==> config.mk <==
export PLATFORM = sky130hd
export DESIGN_NAME = hazard_ctrl
export DESIGN_NICKNAME = d
export VERILOG_FILES = /design/src/rtl/hazard_ctrl.sv
export SDC_FILE = /design/constraint.sdc
export NUM_CORES = 1
export LEC_CHECK = 0
export ABC_CLOCK_PERIOD_IN_PS = 4900
export CORE_ASPECT_RATIO = 2
export CORE_MARGIN = 1
export CORE_UTILIZATION = 35
export CTS_CLUSTER_SIZE = 14
export DETAILED_ROUTE_END_ITERATION = 8
export GPL_ROUTABILITY_DRIVEN = 0
export PLACE_DENSITY_LB_ADDON = 0.15
export SLEW_MARGIN = 20
export SYNTH_ARGS = -nofsm -noshare
export SYNTH_HDL_FRONTEND = slang
export SYNTH_SLANG_ARGS = --single-unit
==> constraint.sdc <==
create_clock -name clk -period 4.9 [get_ports clk]
set_input_delay 0.49 -clock clk [delete_from_list [all_inputs] [get_ports clk]]
set_output_delay 0.49 -clock clk [all_outputs]
set_load 0.05 [all_outputs]
==> src/rtl/hazard_ctrl.sv <==
// Hazard controller for the 5-stage pipeline.
// Load-use stall, MUL/DIV freeze, branch flush, stall counter.
module hazard_ctrl #(
  parameter int MD_LATENCY = 4,
  parameter int CNT_W      = 16
) (
  input  logic             clk,
  input  logic             rst,
  input  logic [4:0]       ifid_rs,
  input  logic [4:0]       ifid_rt,
  input  logic             idex_memread,
  input  logic [4:0]       idex_rt,
  input  logic             ex_md_start,
  input  logic             ex_branch_taken,
  output logic             pc_write,
  output logic             ifid_write,
  output logic             ifid_flush,
  output logic             idex_write,
  output logic             idex_bubble,
  output logic             exmem_bubble,
  output logic             md_busy,
  output logic [CNT_W-1:0] stall_count
);

  typedef enum logic {
    RUN,
    MD_BUSY
  } state_t;

  localparam logic [3:0] MD_INIT = 4'(MD_LATENCY - 2);

  state_t     state;
  logic [3:0] md_cnt;
  logic       load_use;

  assign load_use = idex_memread && (idex_rt != 5'd0) &&
                    ((idex_rt == ifid_rs) || (idex_rt == ifid_rt));

  // Mealy control outputs from state and hazard inputs
  always_comb begin
    pc_write     = 1'b1;
    ifid_write   = 1'b1;
    ifid_flush   = 1'b0;
    idex_write   = 1'b1;
    idex_bubble  = 1'b0;
    exmem_bubble = 1'b0;
    md_busy      = (state == MD_BUSY);
    if (rst) begin
      pc_write     = 1'b0;
      ifid_write   = 1'b0;
      idex_write   = 1'b0;
      ifid_flush   = 1'b1;
      idex_bubble  = 1'b1;
      exmem_bubble = 1'b1;
      md_busy      = 1'b0;
    end else begin
      unique case (state)
        RUN: begin
          if (ex_branch_taken) begin
            ifid_flush  = 1'b1;
            idex_bubble = 1'b1;
          end else if (ex_md_start) begin
            pc_write     = 1'b0;
            ifid_write   = 1'b0;
            idex_write   = 1'b0;
            exmem_bubble = 1'b1;
          end else if (load_use) begin
            pc_write    = 1'b0;
            ifid_write  = 1'b0;
            idex_bubble = 1'b1;
          end
        end
        MD_BUSY: begin
          if (md_cnt != 4'd0) begin
            pc_write     = 1'b0;
            ifid_write   = 1'b0;
            idex_write   = 1'b0;
            exmem_bubble = 1'b1;
          end
        end
        default: ;
      endcase
    end
  end

  // FSM and MUL/DIV occupancy counter
  always_ff @(posedge clk or posedge rst) begin
    if (rst) begin
      state  <= RUN;
      md_cnt <= 4'd0;
    end else begin
      unique case (state)
        RUN: begin
          if (!ex_branch_taken && ex_md_start) begin
            state  <= MD_BUSY;
            md_cnt <= MD_INIT;
          end
        end
        MD_BUSY: begin
          if (md_cnt != 4'd0) md_cnt <= md_cnt - 4'd1;
          else                state  <= RUN;
        end
        default: state <= RUN;
      endcase
    end
  end

  // Saturating count of cycles with the PC held
  always_ff @(posedge clk or posedge rst) begin
    if (rst) begin
      stall_count <= '0;
    end else if (!pc_write && (stall_count != '1)) begin
      stall_count <= stall_count + CNT_W'(1);
    end
  end

endmodule

run_1/clk_routes.png
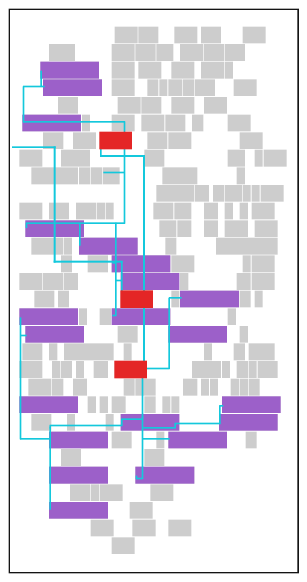
flip-flops -> purple  # count 21
clock wires -> cyan  # length 277 um
clock drivers -> red  # count 3
routed clock nets = 4
Clock net power: 0.000116 W
Clock Power Share: 10.1%
clk ins delay skew pair: 0.27 ns

run_1/placement.png
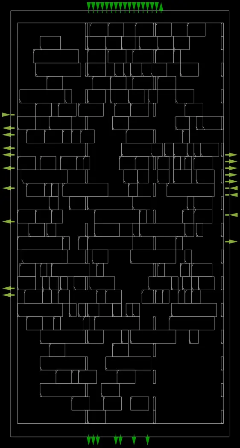
core area: 0.00342 mm^2
Non-Filler Instances: 225

run_1/metal_density.png
9 x 17 tiles, from black (low) to pale yellow (high), scaled to the fullest tile. Values are wire area over tile area, all layers added.
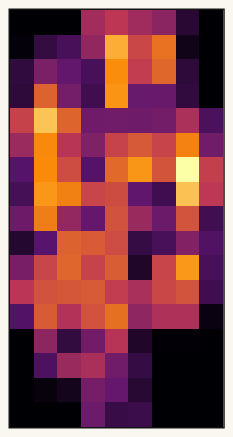
emptiest ninth of the die = lower right
tiles over half the peak = 33%
mean over tiles = 0.12
nearly empty tiles = 18%
Avg WL per Cell: 13.1 um
drt total wl: 2960 um
DR vias: 1,079

run_1/detail.png
Scale bar: 10 um. Region (10, 14) to (35, 39) um. Cells in grey, sequential cells in the stronger grey; small squares are vias.
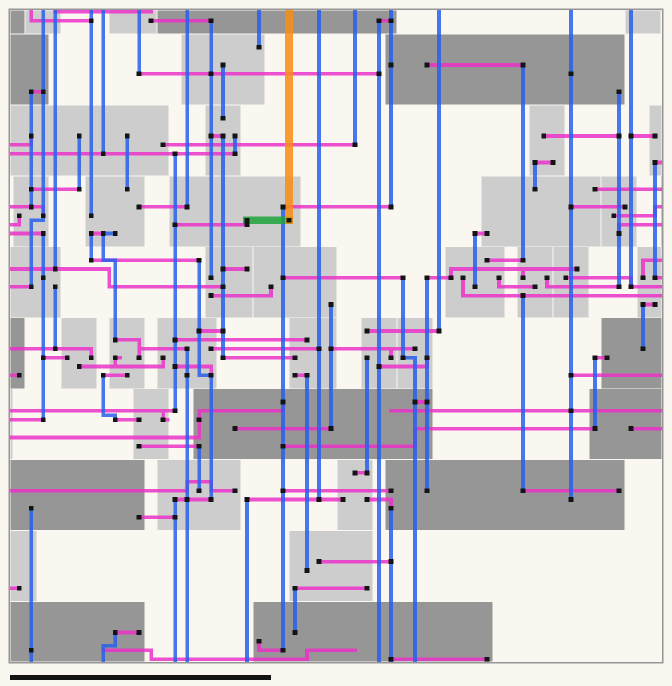
metal 3 -> green
metal 2 -> blue
metal 4 -> orange
metal 1 -> magenta
sequential cells in the window = 6
netlist names of flops here include = stall_count (4)
most frequent = dfrtp_1 (6), nand2_1 (5), nor2_1 (5)
cells with their middle in the window = 32

==> impl_metrics.toml, run 1 <==
# flow metrics
[finish]
n_antenna_cell = 0
sh_seq_area_pct = 29.6
largest_register_ffs = 16
nets = 200
comb_cells = 101
n_all_inverters = 9
regArea_um2 = 526
comb_area_share_pct = 38.7
lay_top_count = "clkdlybuf4s50_1"
nClkBuffers = 3

[worst_setup_path]
slowest_stage = "clkdlybuf4s50_1"
worstPathRequired_ns = 4.41
cp-startpoint = "idex_rt[1]"
crit_path_end_kind = "output pin"
worstSetupEndpoint = "pc_write"
r2r_end = "stall_count[1]"
cp_max_fo = 3
arrival_ns = 2.96
rrSetupSlack_ns = 2.60
cpPeakStageDelay_ns = 0.85

[grt]
grt_use_met2_pct = 31.3
grt_max_degree = 22
use_met1_pct = 17.0
grt_pass1_wl_um = 4760
grt_util_met3_pct = 2.29
grt.total_usage_pct = 16.5
antenna_found_initial = 0
grt-ovfl-total = 0

[sta]
max_slew_margin_pct = 45.7
worst_pin_slew_ns = 0.814
whs_ns = 0.505
fin_crit_ns = 3.45
finClkSkew_ns = 0.00468
hold_violations = 0
fmax_mhz = 290

[cts]
cts_tree = "done"
htree_num_levels = 1
clockBufferDepth = 2

[power]
combinationalPowerShare_pct = 59.4
p_leak_nw = 0.715
p_sw_w = 0.000600
maxPowerGroup = "combinational cells"
power.density_mw_per_mm2 = 646

[synth]
ys_sh_aoi_pct = 11.9
ys_sh_adder_pct = 1.99
yosysTopAreaCell = "dfrtp_1"
xor_share_pct = 16.7
top_cells_by_area = "dfrtp_1 42%, xnor2_1 9.0%, xor2_1 7.7%"
postSynthSeqShare_pct = 41.7
synth.top_cell.area_share_pct = 41.7
edf_count = 0
synth-main-ff-cell = "dfrtp_1"
common_cells = "21 x dfrtp_1, 16 x nor2_1, 14 x nand2_1"
mux_area_share_pct = 1.69
ys_area_mm2 = 0.00126
yosysWarnings = 0
numSynthFlops = 21
syn_avg_cell_area_um2 = 9.46

[min_path]
hp-start = "stall_count[15]"
holdCritPathClass = "register to register"

[route]
dr.pass1.iters = 4
dr.max_layer_used = "met4"
drc = 0

[placed_design]
numPortBuffers = 42
dp_hpwl_um = 2370
placed_cell_area_mm2 = 0.00173

[die]
initCoreUtil_pct = 36.8
die_h_um = 86.8
dieArea_mm2 = 0.00385
pin_count = 43

[outcome]
outcome = "finished clean"

[job]
warning_count = 26
run_1/logic_types.png
Scale bar: 10 um.
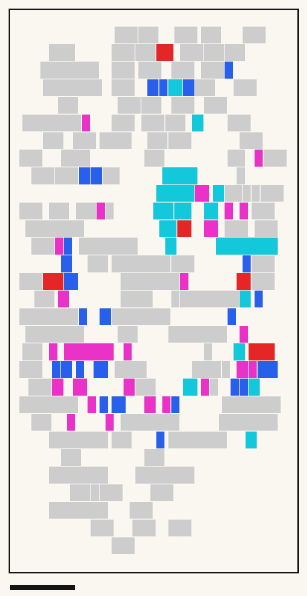

==> run 1 -> run 2 <==
--- a/config.mk
+++ b/config.mk
@@ -5,7 +5,7 @@
 export SDC_FILE = /design/constraint.sdc
 export NUM_CORES = 1
 export LEC_CHECK = 0
-export ABC_CLOCK_PERIOD_IN_PS = 4900
+export ABC_CLOCK_PERIOD_IN_PS = 3150
 export CORE_ASPECT_RATIO = 2
 export CORE_MARGIN = 1
 export CORE_UTILIZATION = 35
==> constraint.sdc (replaced) <==
create_clock -name clk -period 3.15 [get_ports clk]
set_input_delay 0.315 -clock clk [delete_from_list [all_inputs] [get_ports clk]]
set_output_delay 0.315 -clock clk [all_outputs]
set_load 0.05 [all_outputs]
run_2/logic_types.png
Scale bar: 10 um.
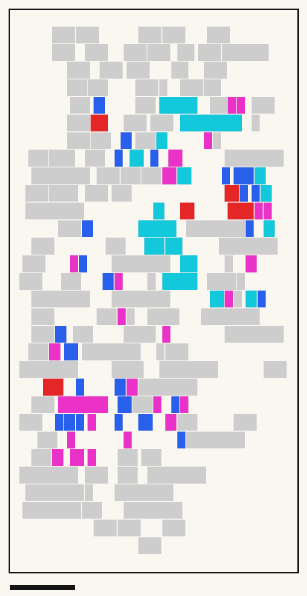
NOR gates -> magenta  # cells 25
inverting AOI/OAI gates -> cyan  # cells 16
AND and OR gates -> red  # cells 5
NAND gates -> blue  # cells 25
most frequent logic cell in the layout: clkdlybuf4s50_1
fraction of area in multi-input gates: 39.0%

==> impl_metrics.toml, run 2 <==
# flow metrics
[outcome]
outcome = "finished clean"

[synth]
edf_count = 0
yosysTopAreaCell = "dfrtp_1"
syn_avg_cell_area_um2 = 9.46
common_cells = "21 x dfrtp_1, 16 x nor2_1, 14 x nand2_1"
synth.top_cell.area_share_pct = 41.7
synth-main-ff-cell = "dfrtp_1"
ys_sh_aoi_pct = 11.9
xor_share_pct = 16.7
top_cells_by_area = "dfrtp_1 42%, xnor2_1 9.0%, xor2_1 7.7%"
ys_area_mm2 = 0.00126
ys_sh_adder_pct = 1.99
yosysCellCount = 133
yosysWarnings = 0
numSynthFlops = 21

[finish]
regArea_um2 = 526
sh_seq_area_pct = 29.4
comb_cells = 101
area_share_nonclk_buffers_pct = 23.8
area_delta_synth_final_pct = 42.0
largest_register_ffs = 16
n_all_inverters = 9
n_antenna_cell = 0
nClkBuffers = 4
nets = 200
instances_no_fill = 225

[worst_setup_path]
worstSetupEndpoint = "idex_write"
cpPeakStageDelay_ns = 0.87
slowest_stage = "clkdlybuf4s50_1"
cp-startpoint = "md_cnt[0]"
arrival_ns = 2.56
crit_path_end_kind = "output pin"
cp_max_fo = 5
worstPathRequired_ns = 2.83
rrSetupSlack_ns = 0.84
r2r_end = "stall_count[1]"

[grt]
grt_use_met2_pct = 29.9
grt.total_usage_pct = 16.0
antenna_found_initial = 0
use_met1_pct = 18.5
grt-ovfl-total = 0
grt_util_met3_pct = 1.88
first_global_vias = 1040
grt_pass1_wl_um = 4690

[die]
pin_count = 43
initCoreUtil_pct = 36.8
dieArea_mm2 = 0.00385
die_h_um = 86.8
taps = 48
core_region_area_mm2 = 0.00342

[power]
maxPowerGroup = "combinational cells"
vdd_ir_drop_max_mv = 0.751
power.density_mw_per_mm2 = 999
combinationalPowerShare_pct = 59.6
p_leak_nw = 0.726
pwr-share-clk_pct = 9.8
p_seq_w = 0.000545
p_sw_w = 0.000931
power_clock_w = 0.000175

[route]
initialDrtViolationCount = 10
totalWireLength_um = 3010
vias = 1071
dr.pass1.iters = 4
wl_per_cell_um = 13.4
dr.max_layer_used = "met4"
postRouteAntennaNets = 0
drc = 0

[placed_design]
dp_hpwl_um = 2410
placed_cell_area_mm2 = 0.00174

[sta]
max_slew_margin_pct = 46.3
whs_ns = 0.499
worst_pin_slew_ns = 0.804
fin_crit_ns = 2.88
finClkSkew_ns = 0.00153

[cts]
numCtsBuffers = 3
cts_hold_buf = 0
cts_tree = "done"
clock_latency_ns = 0.25
htree_num_levels = 1
clockBufferDepth = 2

[min_path]
hp-start = "stall_count[14]"
holdCritPathClass = "register to register"

[job]
warning_count = 26
run_2/metal_density.png
9 x 17 tiles, from black (low) to pale yellow (high), scaled to the fullest tile. Values are wire area over tile area, all layers added.
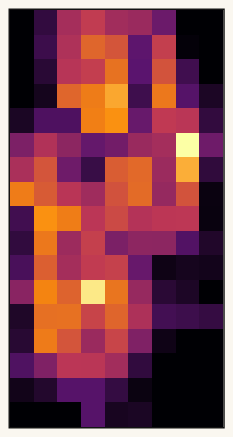

==> run 2 -> run 3 <==
--- a/config.mk
+++ b/config.mk
@@ -6,9 +6,9 @@
 export NUM_CORES = 1
 export LEC_CHECK = 0
 export ABC_CLOCK_PERIOD_IN_PS = 3150
-export CORE_ASPECT_RATIO = 2
-export CORE_MARGIN = 1
+export CORE_ASPECT_RATIO = 0.9
 export CORE_UTILIZATION = 35
+export CTS_BUF_LIST = sky130_fd_sc_hd__clkbuf_2
 export CTS_CLUSTER_SIZE = 14
 export DETAILED_ROUTE_END_ITERATION = 8
 export GPL_ROUTABILITY_DRIVEN = 0
run_3/metal_density.png
13 x 12 tiles, from black (low) to pale yellow (high), scaled to the fullest tile. Values are wire area over tile area, all layers added.
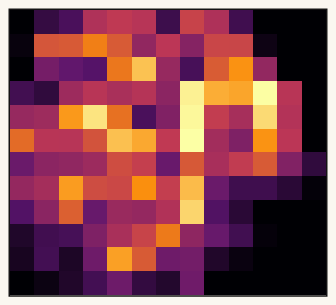
fullest tile = 0.32
mean over tiles = 0.11
emptiest ninth of the die = lower right
densest ninth of the die = centre
DR vias: 1,077
Global Route Usage Sum: 16.7%

==> impl_metrics.toml, run 3 <==
# flow metrics
[synth]
common_cells = "21 x dfrtp_1, 16 x nor2_1, 14 x nand2_1"
yosysCellCount = 133
mux_area_share_pct = 1.69
xor_share_pct = 16.7
syn_avg_cell_area_um2 = 9.46
synth-main-ff-cell = "dfrtp_1"
fp_nets = 155
edf_count = 0
yosysTopAreaCell = "dfrtp_1"
top_cells_by_area = "dfrtp_1 42%, xnor2_1 9.0%, xor2_1 7.7%"
synth.top_cell.area_share_pct = 41.7
postSynthSeqShare_pct = 41.7
yosysWarnings = 0
ys_sh_aoi_pct = 11.9
synth.distinct_cells = 34
synth_area_mm2 = 0.00126
numSynthFlops = 21
ys_sh_adder_pct = 1.99
ys_area_mm2 = 0.00126

[power]
p_leak_nw = 0.715
power.density_mw_per_mm2 = 985
vdd_ir_drop_max_mv = 0.530
maxPowerGroup = "combinational cells"
p_seq_w = 0.000542
power_clock_w = 0.000112
combinationalPowerShare_pct = 62.0
comb-power_w = 0.00107
power.total_w = 0.00172
p_sw_w = 0.000927
pwr-share-clk_pct = 6.5

[cts]
numCtsBuffers = 3
clkTransAtPathRegs_ns = 0.20
cts-resized-gates = 0
cts_tree = "done"
clockBufferDepth = 2
htree_num_levels = 1
cts_hold_buf = 0
clock_latency_ns = 0.32

[route]
dr.max_layer_used = "met3"
wl_met3_um = 45
vias_per_cell = 4.87
wl_per_cell_um = 13.2
drc = 0
dr.pass1.iters = 5
initialDrtViolationCount = 44
postRouteAntennaNets = 0
totalWireLength_um = 2920

[grt]
grt-ovfl-total = 0
first_global_vias = 1112
grt_max_degree = 22
grt_util_met3_pct = 3.49
busiest_layer = "met2"
grt_pass1_wl_um = 5020
use_met1_pct = 23.7
grt_use_met2_pct = 27.2
antenna_found_initial = 0

[job]
warning_count = 26
cap_violations = 0

[worst_setup_path]
rrSetupSlack_ns = 0.83
cpPeakStageDelay_ns = 0.87
arrival_ns = 2.67
crit_path_end_kind = "output pin"
r2r_cells = 7
slowest_stage = "clkdlybuf4s50_1"
worstPathRequired_ns = 2.83
cp-startpoint = "md_cnt[0]"
timing.rr.start = "md_cnt[0]"
worstSetupPathType = "register to output pin"
cp_max_fo = 5
r2r_end = "stall_count[1]"
worstSetupEndpoint = "idex_write"

[finish]
regArea_um2 = 526
comb_cells = 101
lay_top_count = "clkdlybuf4s50_1"
instances_no_fill = 221
nClkBuffers = 4
n_all_inverters = 9
ff_count = 21
area_delta_synth_final_pct = 38.7
comb_area_share_pct = 40.0
largest_register_ffs = 16
n_antenna_cell = 0
sh_seq_area_pct = 30.1
area_share_nonclk_buffers_pct = 23.7
nets = 200
num-nonclk-buffers = 42

[min_path]
hold_path_end = "stall_count[15]"
holdCritPathClass = "register to register"
hp-start = "stall_count[15]"
hold_depth = 1

[die]
fp-row-count = 20
die_h_um = 58.9
dieArea_mm2 = 0.00384
initCoreUtil_pct = 37.0
taps = 44
core_region_area_mm2 = 0.00340
pin_count = 43

[outcome]
outcome = "finished clean"

[sta]
fmax_mhz = 336
whs_ns = 0.518
finClkSkew_ns = 0.0224
hold_violations = 0
fin_crit_ns = 2.98
max_slew_margin_pct = 45.7
worst_pin_slew_ns = 0.814

[placed_design]
placed_cell_area_mm2 = 0.00173
dp_hpwl_um = 2270
numPortBuffers = 42
Power and IR drop assume default switching activity.
